File: src/rtl/cmp_window_pkg.sv
// Shared zone encoding and helpers for the window comparator slice.
package cmp_pkg;

    typedef logic [1:0] zone_t;

    localparam zone_t ZONE_BELOW  = 2'b00;
    localparam zone_t ZONE_INSIDE = 2'b01;
    localparam zone_t ZONE_ABOVE  = 2'b10;
    localparam zone_t ZONE_RESET  = ZONE_INSIDE;

    function automatic zone_t raw_zone(input logic lt, input logic gt);
        zone_t z;
        z = ZONE_INSIDE;
        unique case (1'b1)
            lt:      z = ZONE_BELOW;
            gt:      z = ZONE_ABOVE;
            default: z = ZONE_INSIDE;
        endcase
        return z;
    endfunction

endpackage

File: src/rtl/cmp_window_if.sv
// Sample stream in, raw compare and debounced zone out.
interface cmp_window_if #(
    parameter int WIDTH = 8
);
    import cmp_pkg::*;

    logic             in_valid;
    logic [WIDTH-1:0] in_data;
    logic [WIDTH-1:0] lo_thr;
    logic [WIDTH-1:0] hi_thr;
    logic             out_valid;
    logic             raw_lt;
    logic             raw_gt;
    logic             raw_in;
    zone_t            zone;
    logic             zone_chg;
    logic             cfg_err;

    modport master (
        output in_valid, in_data, lo_thr, hi_thr,
        input  out_valid, raw_lt, raw_gt, raw_in,
        input  zone, zone_chg, cfg_err
    );

    modport slave (
        input  in_valid, in_data, lo_thr, hi_thr,
        output out_valid, raw_lt, raw_gt, raw_in,
        output zone, zone_chg, cfg_err
    );

endinterface

File: src/rtl/cmp_window_debounce.sv
// Zone debouncer; counter/candidate logic only with CMP_WINDOW_DEBOUNCE_EN.
module cmp_debounce
    import cmp_pkg::*;
#(
    parameter int DEBOUNCE = 4
) (
    input  logic  clk,
    input  logic  rst,
    input  logic  valid,
    input  zone_t raw,
    output zone_t zone,
    output logic  zone_chg
);

    if (DEBOUNCE < 1) begin : g_bad_debounce
        $error("cmp_debounce: DEBOUNCE must be >= 1");
    end

    zone_t zone_q;
    logic  chg_q;

`ifdef CMP_WINDOW_DEBOUNCE_EN

    localparam int CW = $clog2(DEBOUNCE + 1);
    localparam logic [CW-1:0] LIMIT = CW'(DEBOUNCE);

    logic [CW-1:0] cnt_q, cnt_d;
    zone_t         cand_q, cand_d;
    zone_t         zone_d;
    logic          chg_d;

    always_ff @(posedge clk or posedge rst) begin
        if (rst) begin
            zone_q <= ZONE_RESET;
            chg_q  <= 1'b0;
            cnt_q  <= '0;
            cand_q <= ZONE_RESET;
        end else begin
            zone_q <= zone_d;
            chg_q  <= chg_d;
            cnt_q  <= cnt_d;
            cand_q <= cand_d;
        end
    end

    always_comb begin
        zone_d = zone_q;
        chg_d  = 1'b0;
        cnt_d  = cnt_q;
        cand_d = cand_q;
        if (valid) begin
            if (raw == zone_q) begin
                cnt_d  = '0;
                cand_d = ZONE_RESET;
            end else begin
                if (raw == cand_q) begin
                    cnt_d = (cnt_q == LIMIT) ? LIMIT : cnt_q + 1'b1;
                end else begin
                    cand_d = raw;
                    cnt_d  = CW'(1);
                end
                // Accept on the same edge the count is reached.
                if (cnt_d == LIMIT) begin
                    zone_d = raw;
                    chg_d  = 1'b1;
                    cnt_d  = '0;
                end
            end
        end
    end

`else

    always_ff @(posedge clk or posedge rst) begin
        if (rst) begin
            zone_q <= ZONE_RESET;
            chg_q  <= 1'b0;
        end else if (valid) begin
            zone_q <= raw;
            chg_q  <= (raw != zone_q);
        end else begin
            chg_q  <= 1'b0;
        end
    end

`endif

    assign zone     = zone_q;
    assign zone_chg = chg_q;

endmodule

File: src/rtl/cmp_window.sv
// Pipelined window comparator with debounced zone tracking.
// Debounce counter is built only when CMP_WINDOW_DEBOUNCE_EN is defined.
module cmp_window
    import cmp_pkg::*;
#(
    parameter int WIDTH    = 8,
    parameter int SIGNED   = 0,
    parameter int DEBOUNCE = 4
) (
    input  logic         clk,
    input  logic         rst,
    cmp_window_if.slave  bus
);

    if (WIDTH < 2) begin : g_bad_width
        $error("cmp_window: WIDTH must be >= 2");
    end

    logic             s1_valid;
    logic [WIDTH-1:0] s1_data;
    logic [WIDTH-1:0] s1_lo;
    logic [WIDTH-1:0] s1_hi;

    always_ff @(posedge clk or posedge rst) begin
        if (rst) begin
            s1_valid <= 1'b0;
            s1_data  <= '0;
            s1_lo    <= '0;
            s1_hi    <= '0;
        end else begin
            s1_valid <= bus.in_valid;
            if (bus.in_valid) begin
                s1_data <= bus.in_data;
                s1_lo   <= bus.lo_thr;
                s1_hi   <= bus.hi_thr;
            end
        end
    end

    logic lt;
    logic gt;
    logic bad;

    if (SIGNED != 0) begin : g_signed
        assign lt  = $signed(s1_data) < $signed(s1_lo);
        assign gt  = $signed(s1_data) > $signed(s1_hi);
        assign bad = $signed(s1_lo) > $signed(s1_hi);
    end else begin : g_unsigned
        assign lt  = s1_data < s1_lo;
        assign gt  = s1_data > s1_hi;
        assign bad = s1_lo > s1_hi;
    end

    logic out_valid;
    logic raw_lt;
    logic raw_gt;
    logic raw_in;
    logic cfg_err;

    // cfg_err is sticky between samples; raw flags are zero on idle cycles.
    always_ff @(posedge clk or posedge rst) begin
        if (rst) begin
            out_valid <= 1'b0;
            raw_lt    <= 1'b0;
            raw_gt    <= 1'b0;
            raw_in    <= 1'b0;
            cfg_err   <= 1'b0;
        end else if (s1_valid) begin
            out_valid <= 1'b1;
            raw_lt    <= lt & ~bad;
            raw_gt    <= gt & ~bad;
            raw_in    <= ~lt & ~gt & ~bad;
            cfg_err   <= bad;
        end else begin
            out_valid <= 1'b0;
            raw_lt    <= 1'b0;
            raw_gt    <= 1'b0;
            raw_in    <= 1'b0;
        end
    end

    zone_t zone;
    logic  zone_chg;

    cmp_debounce #(
        .DEBOUNCE (DEBOUNCE)
    ) u_debounce (
        .clk      (clk),
        .rst      (rst),
        .valid    (out_valid & ~cfg_err),
        .raw      (raw_zone(raw_lt, raw_gt)),
        .zone     (zone),
        .zone_chg (zone_chg)
    );

    assign bus.out_valid = out_valid;
    assign bus.raw_lt    = raw_lt;
    assign bus.raw_gt    = raw_gt;
    assign bus.raw_in    = raw_in;
    assign bus.cfg_err   = cfg_err;
    assign bus.zone      = zone;
    assign bus.zone_chg  = zone_chg;

endmodule

File: src/flat_wrapper.sv
// flat-port wrapper written by rule: the top's interface ports become plain ports
module cmp_window_flat import cmp_pkg::*;
#(
    parameter int WIDTH    = 8,
    parameter int SIGNED   = 0,
    parameter int DEBOUNCE = 4
)
  (clk, rst, bus_in_valid, bus_in_data, bus_lo_thr, bus_hi_thr, bus_out_valid, bus_raw_lt, bus_raw_gt, bus_raw_in, bus_zone, bus_zone_chg, bus_cfg_err);
  cmp_window_if #(.WIDTH(WIDTH)) bus_i ();
  input  logic clk;
  input  logic rst;
  input wire logic [$bits(bus_i.in_valid)-1:0] bus_in_valid;
  input wire logic [$bits(bus_i.in_data)-1:0] bus_in_data;
  input wire logic [$bits(bus_i.lo_thr)-1:0] bus_lo_thr;
  input wire logic [$bits(bus_i.hi_thr)-1:0] bus_hi_thr;
  output wire logic [$bits(bus_i.out_valid)-1:0] bus_out_valid;
  output wire logic [$bits(bus_i.raw_lt)-1:0] bus_raw_lt;
  output wire logic [$bits(bus_i.raw_gt)-1:0] bus_raw_gt;
  output wire logic [$bits(bus_i.raw_in)-1:0] bus_raw_in;
  output wire logic [$bits(bus_i.zone)-1:0] bus_zone;
  output wire logic [$bits(bus_i.zone_chg)-1:0] bus_zone_chg;
  output wire logic [$bits(bus_i.cfg_err)-1:0] bus_cfg_err;
  assign bus_i.in_valid = bus_in_valid;
  assign bus_i.in_data = bus_in_data;
  assign bus_i.lo_thr = bus_lo_thr;
  assign bus_i.hi_thr = bus_hi_thr;
  assign bus_out_valid = bus_i.out_valid;
  assign bus_raw_lt = bus_i.raw_lt;
  assign bus_raw_gt = bus_i.raw_gt;
  assign bus_raw_in = bus_i.raw_in;
  assign bus_zone = bus_i.zone;
  assign bus_zone_chg = bus_i.zone_chg;
  assign bus_cfg_err = bus_i.cfg_err;
  cmp_window #(.WIDTH(WIDTH), .SIGNED(SIGNED), .DEBOUNCE(DEBOUNCE)) u_core (.clk(clk), .rst(rst), .bus(bus_i));
endmodule
File: config.mk
export PLATFORM = sky130hd
export DESIGN_NAME = cmp_window_flat
export DESIGN_NICKNAME = d
export VERILOG_FILES = /design/src/rtl/cmp_window_pkg.sv /design/src/rtl/cmp_window_if.sv /design/src/rtl/cmp_window_debounce.sv /design/src/rtl/cmp_window.sv /design/src/flat_wrapper.sv
export SDC_FILE = /design/constraint.sdc
export NUM_CORES = 1
export LEC_CHECK = 0
export CORE_ASPECT_RATIO = 1.4
export CORE_MARGIN = 4
export CORE_UTILIZATION = 38
export CTS_CLUSTER_SIZE = 8
export DETAILED_ROUTE_END_ITERATION = 8
export SYNTH_ARGS = -nofsm -noshare
export SYNTH_HDL_FRONTEND = slang
export SYNTH_SLANG_ARGS = --single-unit
File: constraint.sdc
create_clock -name clk -period 2.1 [get_ports clk]
set_clock_uncertainty 0.05 [all_clocks]
set_input_delay 0.42 -clock clk [delete_from_list [all_inputs] [get_ports clk]]
set_output_delay 0.42 -clock clk [all_outputs]
set_load 0.03 [all_outputs]
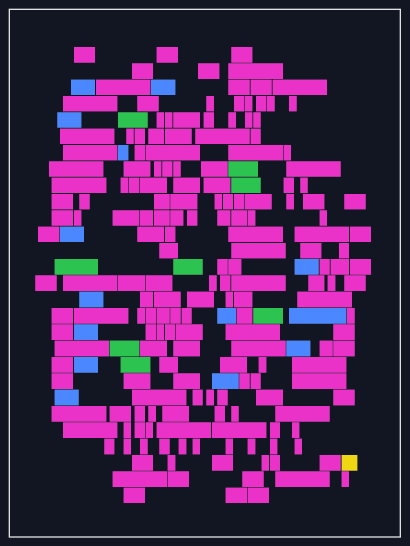
**Above:** run 1 (cells by drive strength).
(6 px per µm)
- green: drive 6 and up (cells 8)
- magenta: drive 1 or less (cells 184)
- yellow: drive 3 to 4 (cells 1)
- blue: drive 2 (cells 14)
number of non-clock buffers in the layout: 36
cell area after layout: 2250 µm²
Worst Slack Setup Final: 120 ps

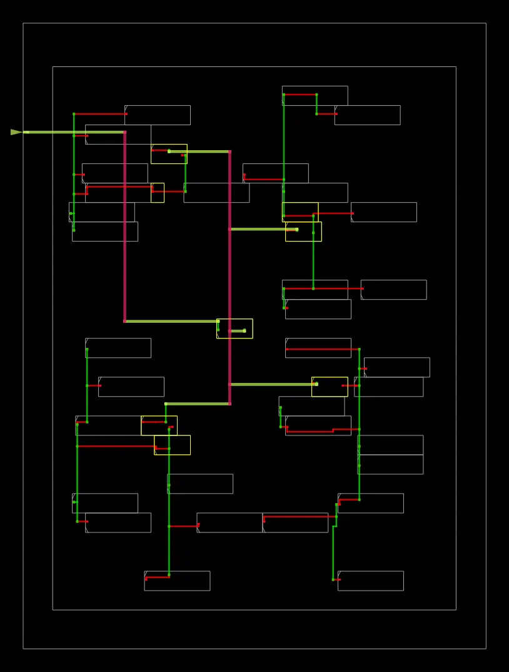
**Above:** run 1 (clock routing).
count of clock-net buffers in the final layout: 7
worst-skew pair later-pin latency: 280 ps
clock group power: 0.514 mW
CTS Buf Count: 5

==> run summary, run 1 <==
Figures from the flow reports.

Synthesis:
- Per the synth log, the flip-flop and latch total comes to 33.
- The run puts the post-synthesis instance total at approximately 170.
- The run gives the synthesized area as about 1700 µm².
- The run gives the count of distinct cell types in the synthesized netlist as 26.
- The run puts the summed standard-cell area reported by yosys at around 1700 µm².
- The run gives the net count after synthesis as 217.
- The run gives the yosys synthesis warning count as 0.
- Per Yosys stat, the portion of area used by sequential elements is 0.480.
- The run gives the post-synthesis average cell area as approximately 10 µm².
- The run puts the area share of the leading cell type in the synthesized netlist at 0.464.
- The synthesized netlist was found by Yosys to have 167 cells.
- dfrtp_1 takes more of the synthesized area than any other cell.

Worst setup path:
- The run gives the type of origin of the critical path as a register.
- Listed in order, past its start point the critical path passes clkdlybuf4s50_1.
- Per the timing report, the most critical flop-to-flop path finishes at u_core.bus.raw_in.
- The run gives the minimum setup slack among reg-to-reg paths as about 460 ps.
- The run gives the endpoint type of the worst setup path as an output pin.
- The run gives the maximum fanout count along the critical path as 4.
- In this design, the stage delay of the slowest critical-path cell is 670 ps.
- The run gives the arrival time at the worst endpoint as 1510 ps.
- The run gives the startpoint of the worst-slack reg-to-reg timing path as u_core.s1_hi[5].
- The run gives the depth of the worst register-to-register path as 6.
- The script reports the combined buffer and inverter count of the critical path as 1.
- In the setup report, the worst path falls into the class reg -> out.
- Per STA, the worst path accumulates the most delay in the family buffers and inverters.
- Among all stages on the critical path, the largest delay is contributed by clkdlybuf4s50_1.

Global routing:
- The run gives the overall overflow remaining after global route as 0.
- The run puts the number of antenna violations at the first check in global routing at 0.
- The run puts the number of global-route vias before repair at 1247.
- The global routing report lists combined usage of all routing layers as 0.127.
- The first global-routing pass estimated between 5000 and 6000 µm of wire.
- The run gives the pin count of the biggest net entering global routing as around 42.

Layout:
- The run gives the fraction of layout instances using a drive strength above 1 as 0.111.
- 0 antenna diodes ended up in the layout.
- The run gives the growth of design area from synthesis to finish as 30.6%.

Routing:
- The run puts the total DRC errors in the routed layout at 0.
- The run gives the detailed-route wire length per cell as around 12 µm.
- The run gives the iteration count of the initial detailed-routing pass as 4.
- The run puts the violation count after the first detailed-route iteration at 15.
- The run puts the via count of the routed design at around 1300.
- The run puts the final wirelength at about 3300 µm.
- Per the detail_route report, vias per standard cell equal between 4 and 5.

Clock tree:
- In this run the deepest clock path goes through 2 buffers.
- After clock tree synthesis, the setup repair step added 0 buffers.
- The run gives the number of buffers inserted by hold repair at cts as 0.
- The root buffer cell chosen for the clock tree is clkbuf_8.
- The number of gates resized after CTS was 0.
- The run gives the clock slew at the register clock pins of the worst setup and hold paths as ~70 ps.
- The run gives the H-tree depth as 2.
- The run gives the CTS tree as built.
- The run puts the number of clock sinks at 33.

Die:
- The run puts the initial cell density of the core at 0.400.
- The run gives the number of primary I/O pins as 35.
- The die covers approximately 5700 µm².
- According to the floorplan report, the die height is about 90 µm.
- The initialized floorplan defines 28 standard-cell rows.
- The run puts the horizontal die size at 64.9 µm.

Timing:
- The run puts the relative slew slack at 0.720.
- The run gives the final tally of setup violations as 0.
- Setup repair after global routing left no endpoint under its margin.
- Max-slew check failures listed in the final report amount to 0.
- The run puts the final tally of hold violations at 0.
- The transition time recorded at the tightest slew-check pin is between 400 and 500 ps.
- The run gives the final worst-path cycle share as 0.943.
- The run puts the final total negative setup slack at 0 ps.
- The worst path needs slightly below 2000 ps of the cycle, external delays included.
- The highest clock rate this design can be run at is 505 MHz.

Worst hold path:
- The run puts the number of stages on the worst hold path at 0.
- STA lists the startpoint of the worst hold path as u_core.s1_valid.
- The run gives the end point of the worst hold path as u_core.bus.out_valid.
- The run gives the class of the worst hold path as reg -> reg.

Place:
- In this run the tool buffered the top-level ports with 34 buffer cells.
- The run gives the instance area after placement as 2150 µm².
- The wire-length estimate of the detail-placed layout is 2650 µm.

Flow run:
- Warnings raised by the tools during the run amount to 26.
- The run gives the count of max-cap constraint violations as 0.

Outcome:
- The run finished with clean final reports.

Power:
- The leakage power in the latest report is 1.03 nW.
- Across the VDD grid, the largest voltage drop is approximately 0.48 mV.
- In this run the power density over the cells is 794 nW/µm².
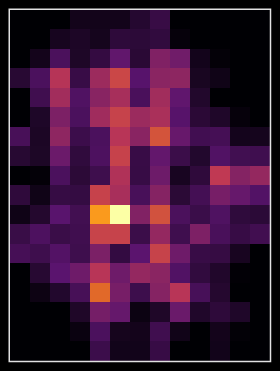
**Above:** run 1 (signal metal coverage by tile).
(4 px per µm) The die is cut into 13 by 18 equal tiles; black is low, pale yellow is high, scaled to the fullest tile. Values are wire area over tile area, all layers added.
- nearly empty tiles: 24%
- densest ninth of the die: center
- emptiest ninth of the die: north-east
- fullest tile: 0.52

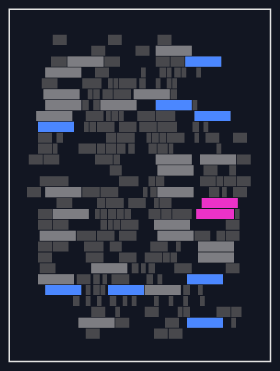
**Above:** run 1 (sequential cells grouped by signal name).
(4 px per µm) Other sequential cells in the stronger gray, the rest of the logic in the fainter gray.
- blue: u_core.s1_hi (flops 8)
- magenta: u_core.u_debounce.zone (flops 2)
- not colored: 23
sequential cell area share: 0.367
area used by sequential logic in the layout: 827 µm²

==> run 1: layer usage <==
layer / vias to the layer above / share of wire / track usage
li1: 658 / - / -
met1: 600 / 0.41 / 0.142
met4: 0 / 0.019 / 0.0577
met3: 7 / 0.043 / 0.0385
met5: - / 0 / 0
met2: 25 / 0.53 / 0.221
==> run 1: synthesized netlist by cell type (all sizes together) <==
master and count:
a211oi 1, a21oi 9, a41oi 1, buf 1
clkbuf 3, dfrtp 32, dfstp 1, ha 23
inv 19, mux2 10, nand2 21, nand2b 1
nand4 5, nor2 4, nor2b 2, nor3 5
o211ai 1, o21a 2, o21ai 21, o22a 1
o311ai 1, o31ai 2, xnor2 1
==> run 1: cell usage in the layout (no fill, tap or decap), drive strengths merged <==
cell,count
clkdlybuf4s50,34
dfrtp,32
ha,23
nand2,21
o21ai,21
inv,19
mux2,10
a21oi,9
clkbuf,7
nor3,5
nand4,5
nor2,4
o21a,2
o31ai,2
nor2b,2
buf,2
nand2b,1
o311ai,1
o211ai,1
o22a,1
a211oi,1
a41oi,1
xnor2,1
clkinv,1
dfstp,1
==> run 1: flip-flops by register name, summed over array words and instances (netlist names), 2 cells and up <==
name	cells
u_core.s1_data	8
u_core.s1_lo	8
u_core.s1_hi	8
u_core.u_debounce.zone	2
==> run 1: final cells by class <==
type	count	area, µm²
Clock buffer	7	96.3
Inverter	19	71.3
Tap cell	60	75.1
Multi-Input combinational cell	111	810
Clock inverter	1	5.00
Fill cell	422	2060
Timing Repair Buffer	36	368
Sequential cell	33	827
==> run 1: where the power goes <==
| part | internal (mW) | switching, mW | total (mW) | leakage, nW |
|---|---|---|---|---|
| Combinational | 0.244 | 0.259 | 0.503 | 0.574 |
| Clock | 0.296 | 0.218 | 0.514 | 0.0542 |
| Sequential | 0.719 | 0.0530 | 0.772 | 0.401 |
| Total | 1.26 | 0.530 | 1.79 | 1.03 |
==> run 1: kinds of logic (layout without fill, tap and decap cells) <==
group | count (synthesis) | count (layout) | share of synthesized area
flip-flops | 33 | 33 | 0.480
AND/OR/NAND/NOR | 38 | 38 | 0.102
XOR/XNOR | 1 | 1 | 0.00508
adder cells (fa/ha/maj) | 23 | 23 | 0.167
AND-OR/OR-AND | 39 | 39 | 0.131
buffers and inverters | 23 | 63 | 0.0508
multiplexers | 10 | 10 | 0.0653
==> run 1: worst max-delay path by stage <==
stage	endpoint	slack [ps]	cells after the start	from
global route	bus_zone[0]	70	1	u_core.u_debounce.zone[0]
detailed placement	bus_zone[0]	420	1	u_core.u_debounce.zone[0]
global placement	bus_zone[0]	430	1	u_core.u_debounce.zone[0]
floorplan	u_core.bus.raw_in	590	6	u_core.s1_hi[7]
finish	bus_zone[0]	120	1	u_core.u_debounce.zone[0]
CTS	bus_zone[0]	110	1	u_core.u_debounce.zone[0]
==> run 1: through the flow <==
stage	utilization	std cells	power, mW	worst slack (ps)	hold WS [ps]
6_report	0.523	267	1.79	120	369
4_1_cts	0.523	267	1.82	111	373
3_3_place_gp	0.499	259	1.27	429	357
2_1_floorplan	-	167	1.10	586	332
3_5_place_dp	0.499	259	1.29	425	357
5_1_grt	0.523	267	1.90	70.6	394
==> run 2: changes to the inputs <==
--- a/config.mk
+++ b/config.mk
@@ -5,11 +5,14 @@
 export SDC_FILE = /design/constraint.sdc
 export NUM_CORES = 1
 export LEC_CHECK = 0
+export CELL_PAD_IN_SITES_DETAIL_PLACEMENT = 2
+export CELL_PAD_IN_SITES_GLOBAL_PLACEMENT = 2
 export CORE_ASPECT_RATIO = 1.4
 export CORE_MARGIN = 4
-export CORE_UTILIZATION = 38
+export CORE_UTILIZATION = 32
 export CTS_CLUSTER_SIZE = 8
 export DETAILED_ROUTE_END_ITERATION = 8
+export PLACE_DENSITY_LB_ADDON = 0.1
 export SYNTH_ARGS = -nofsm -noshare
 export SYNTH_HDL_FRONTEND = slang
 export SYNTH_SLANG_ARGS = --single-unit
==> run summary, run 2 <==
Figures from the flow reports.

Worst setup path:
- The run gives the cell family with the largest share of critical-path delay as buffers and inverters.
- The arrival time at the worst endpoint was 1520 ps (about the same).
- The run gives the endpoint type of the worst setup path as an output pin.
- The run puts the buffers plus inverters on the worst setup path at 1 (unchanged).
- The run puts the minimum setup slack among reg-to-reg paths at 370 ps (-90 ps).
- The worst setup path is launched from a register.
- The maximum fanout count along the critical path is 4 (unchanged).
- For reference, the most critical setup path is categorized as reg -> out.

Routing:
- The run puts the met2 wire length at 2280 µm (+31%).
- The run puts the iteration count of the initial detailed-routing pass at 2 (-2).
- The number of vias per cell came to 4.97 (+3.0%).
- The run puts the wire length on met1 at 1580 µm (+16%).
- The run puts the final wirelength at 4060 µm (+23%).
- The run gives the total DRC errors in the routed layout as 0 (unchanged).
- The run puts the detailed-route wire length per cell at 14.9 µm (+21%).
- The run gives the via count of the routed design as 1358 (+5.3%).

Place:
- The run puts the worst slack at placement at 366 ps (-58.8 ps).
- The run puts the number of input and output port buffers inserted at 34 (unchanged).

Power:
- The switching share of power is 0.313 (+0.0162).
- The run gives the net switching power as 0.560 mW (+5.7%).
- The run puts the logic gate share of total power at 0.289 (+0.008).
- The run gives the reported leakage power as 1.02 nW (-0.85%).
- The maximum vdd ir drop was 0.329 mV (-32%).

Clock tree:
- The post-CTS setup buffer count was 0 (unchanged).
- The run gives the clock slew at the register clock pins of the worst setup and hold paths as 70 ps (about the same).
- The number of buffers on the longest clock path was 2 (unchanged).
- The run gives the CTS tree as built.
- The run gives the number of buffers inserted by hold repair at cts as 0 (unchanged).
- The run gives the insertion delay of the later-clocked pin in the worst-skew pair as 280 ps (about the same).
- CTS placed an instance of clkbuf_8 at the clock tree root.
- The number of CTS-inserted buffers was 5 (unchanged).

Worst hold path:
- The type recorded for the worst min-delay path is reg -> reg.

Outcome:
- The run finished with clean final reports.

Die:
- The run gives the number of rows in the core area as 31 (+11%).
- The run puts the full die area at 6640 µm² (+17%).
- The run puts the horizontal die size at 70.0 µm (+7.9%).
- The run gives the initial cell density of the core as 0.332 (-0.0684).

Synthesis:
- The run puts the number of register bits inferred by synthesis at 33 (unchanged).
- The run gives the net count after synthesis as 217 (unchanged).
- The fraction of registers with async set/reset was 1.00 (unchanged).
- Yosys instantiated no cell more often than dfrtp_1.
- The run gives the cell taking the most area after synthesis as dfrtp_1.
- The run gives the summed standard-cell area reported by yosys as 1720 µm² (unchanged).
- Counting instances in the post-synthesis netlist gives the leading cell types as dfrtp_1 (32), ha_1 (23), nand2_1 (21).
- The run gives the sequential share of the synthesized area as 0.480 (unchanged).
- The run gives the yosys synthesis warning count as 0 (unchanged).
- The post-synthesis cell count from yosys came to 167 (unchanged).
- The count of distinct cell types in the synthesized netlist was 26 (unchanged).
- The run gives the post-synthesis instance total as 167 (unchanged).
- The synthesized area came to 1720 µm² (unchanged).

Timing:
- The shortest period the worst path allows is 1990 ps (+10.0 ps).
- The final tally of setup violations was 0 (unchanged).
- The run puts the final tally of hold violations at 0 (unchanged).
- The run puts the final total negative setup slack at 0 ps (unchanged).
- Setup repair after global routing left no endpoint under its margin.
- The run gives the number of max-slew violations in the final report as 0 (unchanged).
- The run gives the transition time of the tightest slew-check pin as 454 ps (+33.6 ps).

Flow run:
- The run gives the count of tool warnings as 26 (unchanged).
- The run gives the count of max-cap constraint violations as 0 (unchanged).

Layout:
- Ranking logic cells in the layout by count gives the top entries clkdlybuf4s50_1 (34), dfrtp_1 (32), ha_1 (23), nand2_1 (21), inv_1 (19).
- The run gives the fraction of layout instances using a drive strength above 1 as 0.101 (-0.00966).
- Relative to the synthesized area, the layout overhead comes to 30.4%.
- The run puts the antenna diode count at 0 (unchanged).
- The registers reported with the highest flop counts are u_core.s1_data x8, u_core.s1_hi x8, u_core.s1_lo x8.

Global routing:
- The number of antenna violations at the first check in global routing is 0 (unchanged).
- The overall overflow remaining after global route was 0 (unchanged).
- The run gives the combined global-route utilization of all metal layers as 0.141 (+0.0137).
- The run puts the global-route wire length before repair at 7400 µm (+33%).
- The pin count of the biggest net entering global routing is 42 (unchanged).
## run 2: netlist changes by cell type in the layout (fill, tap and decap cells not counted), sizes merged
cell and change:
clkbuf +1, clkinv -1
## run 2: path summary, 6_finish.rpt
kind,startpoint,endpoint,cells after the start
max in group asynchronous,rst,u_core.u_debounce.zone[0],3
worst min-delay path,u_core.s1_valid,u_core.bus.out_valid,0
worst max register to register,u_core.s1_hi[3],u_core.bus.raw_in,6
worst min register to register,u_core.s1_valid,u_core.bus.out_valid,0
worst max-delay path,u_core.u_debounce.zone[0],bus_zone[0],1
min in group asynchronous,rst,u_core.s1_hi[3],3
## run 2: layout make-up
type / count / area [µm²]
fillers: 574 / 2950
flip-flops and latches: 33 / 827
multi-input cells: 111 / 810
repair buffers: 36 / 368
clock buffers: 8 / 90.1
well taps: 66 / 82.6
inverters: 19 / 71.3
## run 2: layer usage
metal,vias to the layer above,track usage
met4,0,0.0575
met5,-,0
li1,656,-
met3,6,0.0309
met1,670,0.148
met2,26,0.269
## run 2: power by group through the flow
stage	clock (mW)	sequential, mW	combinational, mW
2_1_floorplan	0	0.841	0.259
3_3_place_gp	0	0.781	0.502
3_5_place_dp	0	0.790	0.532
4_1_cts	0.519	0.778	0.535
5_1_grt	0.547	0.788	0.589
6_report	0.499	0.775	0.519
## run 2: kinds of logic (layout without fill, tap and decap cells)
kind of cell               Yosys count  after routing  share of synthesized area
buffers and inverters               23             63                     0.0508
DFF                                 33             33                      0.480
and+or+nand+nor                     38             38                      0.102
xor gates and xnor gates             1              1                    0.00508
adders and majority gates           23             23                      0.167
muxes                               10             10                     0.0653
AOI/OAI and AO/OA                   39             39                      0.131
## run 2: per-stage QoR
stage / instances / hold slack (ps) / area (µm²) / utilization / total power [mW]
global route: 273 / 393 / 2250 / 0.433 / 1.92
finish: 273 / 376 / 2250 / 0.433 / 1.79
floorplan: 167 / 332 / 1720 / - / 1.10
detailed placement: 265 / 368 / 2160 / 0.415 / 1.32
CTS: 273 / 387 / 2250 / 0.433 / 1.83
global placement: 265 / 353 / 2160 / 0.415 / 1.28
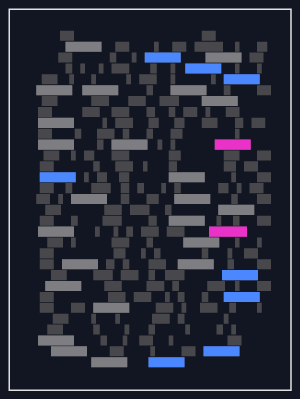
**Above:** run 2 (sequential cells grouped by signal name).
(4 px per µm) Other sequential cells in the stronger gray, the rest of the logic in the fainter gray.
- magenta: u_core.u_debounce.zone (flops 2)
- blue: u_core.s1_hi (flops 8)

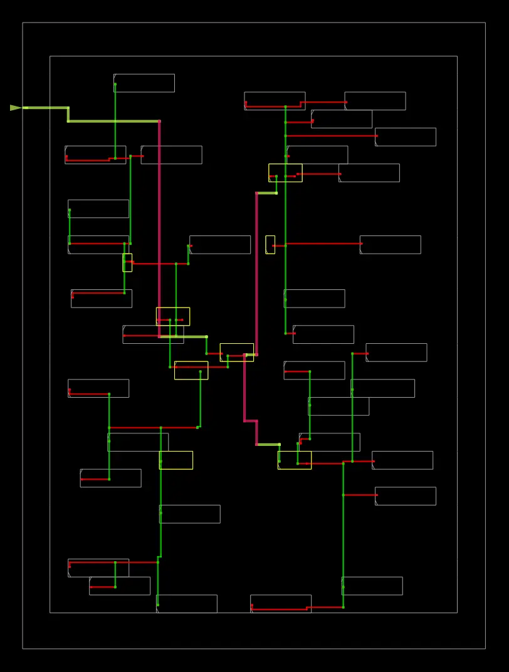
**Above:** run 2 (clock routing).
count of sequential standard cells: 33
number of sinks handled by clock tree synthesis: 33
clock group power: 0.499 mW
count of clock-net buffers in the final layout: 8

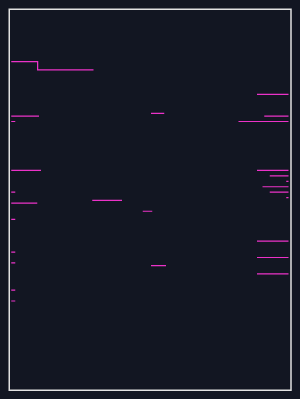
**Above:** run 2 (M3 wires).
(4 px per µm)
- nets with wire on the layer: 24
- longest straight run: 13.8 µm
- wire length on this layer: 134 µm
- share of all routed wire: 3.3%

==> run 3: changes to the inputs <==
--- a/config.mk
+++ b/config.mk
@@ -8,10 +8,10 @@
 export CELL_PAD_IN_SITES_DETAIL_PLACEMENT = 2
 export CELL_PAD_IN_SITES_GLOBAL_PLACEMENT = 2
 export CORE_ASPECT_RATIO = 1.4
-export CORE_MARGIN = 4
 export CORE_UTILIZATION = 32
 export CTS_CLUSTER_SIZE = 8
 export DETAILED_ROUTE_END_ITERATION = 8
+export GPL_TIMING_DRIVEN = 1
 export PLACE_DENSITY_LB_ADDON = 0.1
 export SYNTH_ARGS = -nofsm -noshare
 export SYNTH_HDL_FRONTEND = slang
==> run summary, run 3 <==
Figures from the flow reports.

Global routing:
- The run gives the overall overflow remaining after global route as 0 (unchanged).
- The pin count of the biggest net entering global routing came to 42 (unchanged).
- The run gives the number of antenna violations at the first check in global routing as 0 (unchanged).

Synthesis:
- The run puts the summed standard-cell area reported by yosys at 1720 µm² (unchanged).
- The run puts the yosys synthesis warning count at 0 (unchanged).
- Ranked by instance count, the synthesized netlist is headed by dfrtp_1 (32), ha_1 (23), nand2_1 (21).
- The run puts the fraction of registers with async set/reset at 1.00 (unchanged).
- The run gives the post-synthesis cell type with the largest instance count as dfrtp_1.
- The post-synthesis instance total is 167 (unchanged).

Layout:
- The run puts the final standard cell count with taps included and fillers excluded at 273 (unchanged).
- The library cells used most frequently in the layout, excluding fill and tap cells, are clkdlybuf4s50_1 (34), dfrtp_1 (32), ha_1 (23), nand2_1 (21), inv_1 (19).
- The antenna diode count was 0 (unchanged).
- The run puts the growth of design area from synthesis to finish at 30.4% (unchanged).
- The run puts the post-route standard cell area excluding fillers at 2250 µm² (unchanged).

Power:
- The run puts the maximum vdd ir drop at 0.297 mV (-9.8%).
- The run gives the logic gate share of total power as 0.295 (+0.006).
- The run puts the overall power at 1.79 mW (-0.39%).
- The run puts the net switching power at 0.553 mW (-1.4%).

Worst setup path:
- The run gives the type of origin of the critical path as a register.
- The run puts the arrival time at the worst endpoint at 1510 ps (about the same).
- The maximum fanout count along the critical path is 4 (unchanged).
- By startpoint and endpoint, the worst setup path is classified as reg -> out.

Die:
- The run puts the horizontal die size at 64.0 µm (-8.6%).
- The run puts the number of rows in the core area at 31 (unchanged).

Clock tree:
- The run gives the CTS tree as built.
- The run puts the insertion delay of the later-clocked pin in the worst-skew pair at 280 ps (about the same).
- CTS placed an instance of clkbuf_8 at the clock tree root.

Routing:
- The run gives the final wirelength as 4040 µm (-0.52%).
- The run puts the iteration count of the initial detailed-routing pass at 2 (unchanged).
- The run gives the number of vias per cell as 4.95 (-0.52%).

Flow run:
- The run gives the count of tool warnings as 26 (unchanged).

Place:
- The run gives the worst slack at placement as 338 ps (-28.1 ps).
- The number of input and output port buffers inserted is 34 (unchanged).
- The instance area after placement came to 2160 µm² (unchanged).

Outcome:
- The run finished with clean final reports.

Timing:
- The final tally of setup violations came to 0 (unchanged).
- The run gives the final tally of hold violations as 0 (unchanged).
- Setup repair after global routing left no endpoint under its margin.
-- run 3: cell counts after synthesis --
Identical to the previous run, type by type.
-- run 3: cells by family after synthesis --
| logic type | count (synthesis) | share of synthesized area |
|---|---|---|
| simple gates | 38 | 0.102 |
| xor+xnor | 1 | 0.00508 |
| compound gates | 39 | 0.131 |
| flops | 33 | 0.480 |
| mux | 10 | 0.0653 |
| buf+inv | 23 | 0.0508 |
| fa+ha+maj | 23 | 0.167 |
-- run 3: routing by layer --
layer	vias to the layer above	part of all wire	GRT usage	routed length, µm
met4	0	0.015	0.0620	62
li1	652	-	-	-
met2	28	0.53	0.298	2140
met5	-	0	0	0
met1	664	0.42	0.178	1700
met3	7	0.035	0.0361	140
-- run 3: layout make-up --
type | instances | area, µm²
Multi-Input combinational cell | 111 | 810
Clock buffer | 8 | 90.1
Tap cell | 66 | 82.6
Timing Repair Buffer | 36 | 368
Sequential cell | 33 | 827
Inverter | 19 | 71.3
Fill cell | 589 | 2950
-- run 3: power by group through the flow --
stage	Combinational, mW	Sequential, mW	Clock [mW]
floorplan	0.259	0.841	0
global placement	0.501	0.781	0
detailed placement	0.529	0.790	0
CTS	0.540	0.777	0.509
global route	0.589	0.787	0.536
finish	0.526	0.774	0.486
-- run 3: worst min path at each step --
stage,startpoint,endpoint,depth (start not counted)
after floorplan,u_core.s1_valid,u_core.bus.out_valid,0
after global placement,u_core.s1_valid,u_core.bus.out_valid,0
after detailed placement,u_core.s1_valid,u_core.bus.out_valid,0
after CTS,u_core.s1_valid,u_core.bus.out_valid,0
after global routing,u_core.s1_valid,u_core.bus.out_valid,0
final,u_core.s1_valid,u_core.bus.out_valid,0
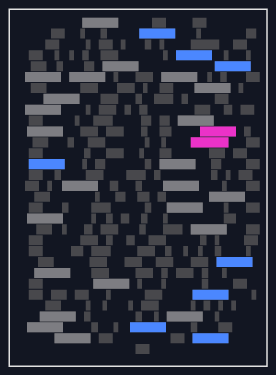
**Above:** run 3 (sequential cells grouped by signal name).
(4 px per µm) Other sequential cells in the stronger gray, the rest of the logic in the fainter gray.
- blue: u_core.s1_hi (flops 8)
- magenta: u_core.u_debounce.zone (flops 2)
- not colored: 23

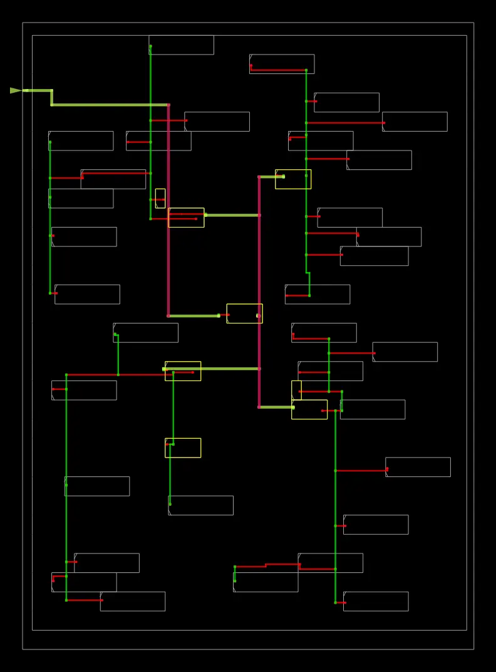
**Above:** run 3 (clock routing).
clock group power: 0.486 mW

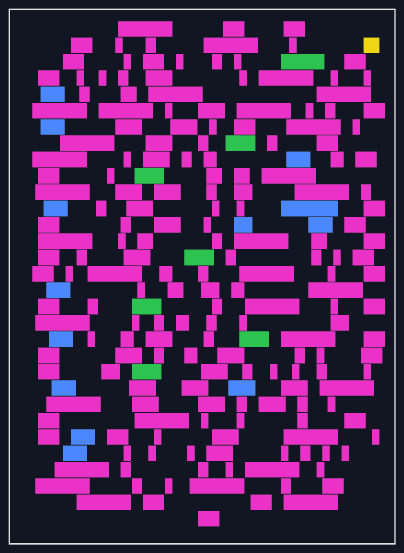
**Above:** run 3 (cells by drive strength).
(6 px per µm)
- yellow: drive 3 to 4 (cells 1)
- green: drive 6 and up (cells 7)
- magenta: drive 1 or less (cells 186)
- blue: drive 2 (cells 13)

Power and IR drop assume default switching activity.
